==> config.mk <==
export PLATFORM = sky130hd
export DESIGN_NAME = nic_cpu_sequencer_flat
export DESIGN_NICKNAME = d
export VERILOG_FILES = /design/src/rtl/nic_cpu_sequencer_if.sv /design/src/rtl/nic_cpu_sequencer.sv /design/src/flat_wrapper.sv
export SDC_FILE = /design/constraint.sdc
export NUM_CORES = 1
export LEC_CHECK = 0
export ABC_CLOCK_PERIOD_IN_PS = 2000
export CAP_MARGIN = 20
export CORE_MARGIN = 1
export CORE_UTILIZATION = 42
export DETAILED_ROUTE_END_ITERATION = 7
export PLACE_DENSITY = 0.87
export SLEW_MARGIN = 40
export SYNTH_ARGS = -nofsm -noshare
export SYNTH_HDL_FRONTEND = slang
export SYNTH_SLANG_ARGS = --single-unit
==> constraint.sdc <==
create_clock -name clk -period 2 [get_ports clk]
set_input_delay 0.2 -clock clk [delete_from_list [all_inputs] [get_ports clk]]
set_output_delay 0.2 -clock clk [all_outputs]
set_load 0.01 [all_outputs]
Floorplan with the power grid:
Scale bar: 50 um. Pins as bars on the die edge. Tap cells in grey.
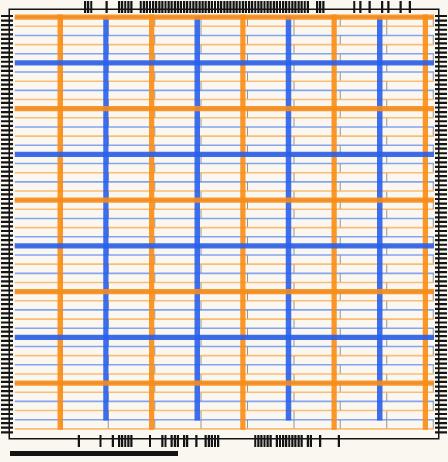
| net | colour |
|---|---|
| VSS | orange |
| VDD | blue |
signal pins: 299
rows: 45
met1 rails: 46
met4 straps: 9
met5 straps: 9
die height: 127 um
Peak VDD IR: 0.000963 V
Placeable Area: 15300 sq um

The metal 4 layer:
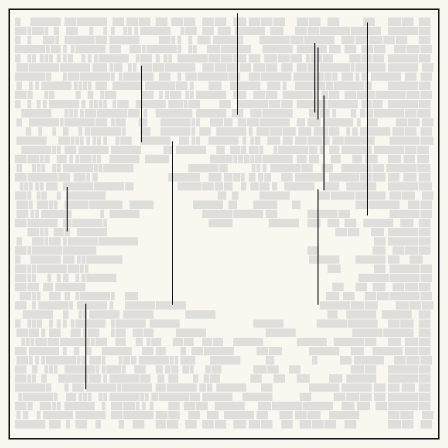
wire length on this layer: 299 um
main direction: vertical
nets with wire on the layer: 6
share of all routed wire: 1.7%
longest straight run: 57.1 um
vias: 5334
total wire length: 17.5 mm

Routing congestion map:
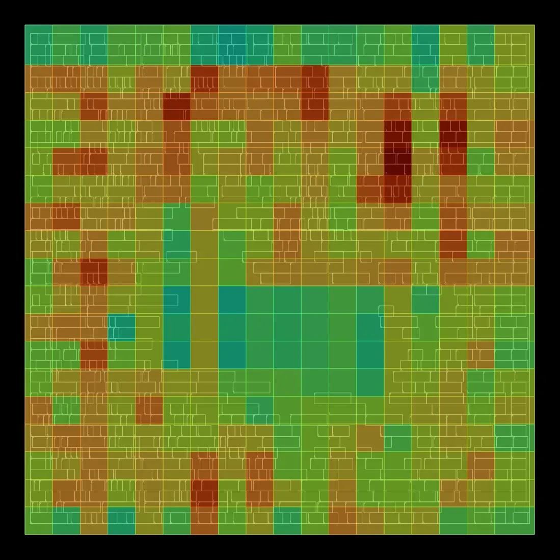
GR Util met1: 0.265
met2 Usage GRT: 0.392

Wiring by layer:
Only two layers are drawn.
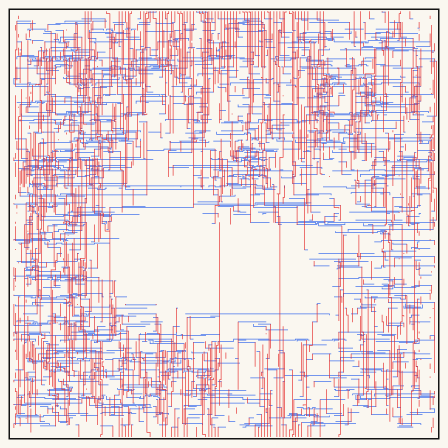
| layer | colour | wire length |
|---|---|---|
| M1 | blue | 6880 um |
| M2 | red | 8840 um |
drt wl/cell: 15.8 um
GRT Util Overall: 0.227

Close-up of the layout:
Window x 83 to 108, y 19 to 44 um. Cells in grey, sequential cells in the stronger grey; small squares are vias.
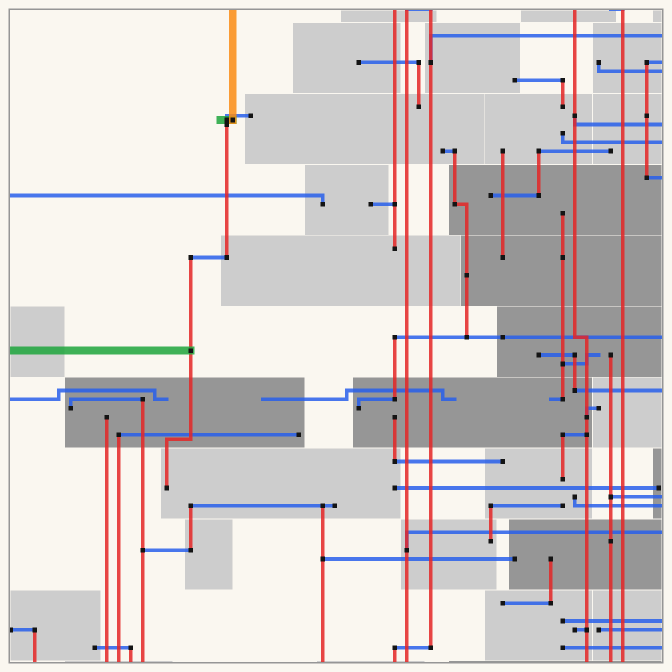
| layer | colour |
|---|---|
| M4 | orange |
| M3 | green |
| M1 | blue |
| M2 | red |
sequential cells in the window: 6
cells with their middle in the window: 22
most frequent: clkdlybuf4s50_1 (6), dfrtp_1 (6), mux2_2 (4)

==> Slide: Implementation Results <==
Implementation Results

Floorplan
  • I/O pin count: approximately 300
  • Chip area: approximately 16000 sq um

Finish
  • Final nets: 1017
  • N_diodes: 0
  • Layout filler cell count: around 1100

Setup path
  • Worst Path Arrival: slightly above 2 ns
  • Critical path fanouts, max: 17
  • Reg2Reg Setup Slack: 0.15 ns
  • Worst setup EP type: output port

Synth
  • Gate Count Post-Synth: 568
  • Mux frac, synth: 0.111
  • Yosys simple share: 0.166
  • Synth cell types: 34
  • Yosys stat area: 6590 sq um
  • Synthesized area per cell: ~12 sq um
  • Ys flop type: dfrtp_1
  • Top comb family, area: simple AND/OR/NAND/NOR gates
  • YS warnings: 0

Placement
  • Placed cells: around 1100
  • IO Port Bufs: between 200 and 300
  • Dpl hpwl: around 12 mm

Routing
  • DRT Pass-1 Iters: 4

GRT
  • Largest net degree at the start of global routing: 50
  • First-pass GRT wire length: approximately 28 mm

Run
  • Tool warning count: 28

Timing
  • FMAX: between 400 and 500 MHz
  • Finish-stage setup viols: 18
  • Worst setup margin: -0.233 ns
  • Period minus WS final: 2.23 ns

Clock tree
  • CTS tree: built
  • Clk slew on worst S/H paths: around 0.070 ns
  • Total CTS buffers: 17
  • Clk_lat worst skew: about 0.42 ns

Power and ir drop
  • PwrDens: between 1500 and 2000 nW/um^2

Run status
  • Failing checks: setup timing
  • Status: finished with violations
[layer usage]
metal / share of wire / wire [um] / global-route usage / vias up
met2: 0.50 / 8840 / 0.392 / 226
met5: 0 / 0 / 0 / -
met1: 0.39 / 6880 / 0.265 / 2608
met3: 0.085 / 1490 / 0.0762 / 23
met4: 0.017 / 299 / 0.0798 / 0
li1: - / - / - / 2477
[critical path, stage by stage (launching register included)]
cell and delay, ns:
dfrtp_1 0.40, nand3_2 0.18, bufbuf_16 0.33, nand2_1 0.07, nand2_1 0.08, clkdlybuf4s50_1 0.55
[metrics by stage]
step / hold slack (ns) / setup TNS [ns] / setup WS, ns
after floorplan: -0.0956 / 0 / 0.399
after CTS: 0.294 / -4.38 / -0.266
after global routing: 0.325 / -5.92 / -0.342
final: 0.297 / -3.12 / -0.233
after detailed placement: 0.178 / 0 / 0.0897
after global placement: 0.178 / 0 / 0.113
[synth_stat cells, types with 2 or more instances]
| cell type | number |
|---|---|
| xor2_1 | 6 |
| o21ai_0 | 3 |
| nand2_1 | 206 |
| buf_1 | 6 |
| buf_4 | 4 |
| buf_2 | 10 |
| nand3_1 | 11 |
| and3_1 | 9 |
| dfrtp_1 | 170 |
| inv_1 | 3 |
| a21oi_1 | 4 |
| clkbuf_1 | 8 |
| xnor2_1 | 25 |
| ha_1 | 2 |
| nand4_1 | 7 |
| mux2_2 | 65 |
| and4_1 | 2 |
| nor2_1 | 11 |
[cell type report]
cell class | instances | area (sq um) | area share
Sequential cell | 170 | 4260 | 0.406
Timing Repair Buffer | 324 | 3180 | 0.303
Multi-Input combinational cell | 367 | 2200 | 0.209
Clock buffer | 20 | 447 | 0.0426
Tap cell | 211 | 264 | 0.0252
Clock inverter | 12 | 140 | 0.0134
Inverter | 3 | 11.3 | 0.00107
[repair_timing]
| item | in CTS | in global routing |
|---|---|---|
| resized | 58 | 64 |
| setup buffers | 3 | 1 |
| pin swaps | 1 | 1 |
| hold buffers | 1 | 0 |
| hold endpoints to repair | 44 | 0 |
| gates cloned | 4 | 0 |
| setup endpoints to repair | 64 | 58 |
[kinds of logic (layout without fill, tap and decap cells)]
group,count (synthesis),count (layout)
DFF,170,170
AOI/OAI and AO/OA,11,11
adders and majority gates,2,2
and+or+nand+nor,258,258
buffers and inverters,31,359
muxes,65,65
xor gates and xnor gates,31,31
[power by group]
group / switching [W] / total, W / internal [W]
logic: 0.00308 / 0.00689 / 0.00381
clock network: 0.00139 / 0.00329 / 0.00190
registers: 0.000684 / 0.00562 / 0.00494
total: 0.00516 / 0.0158 / 0.0106
Power figures rest on the tool's default switching activity, not on a simulated workload.
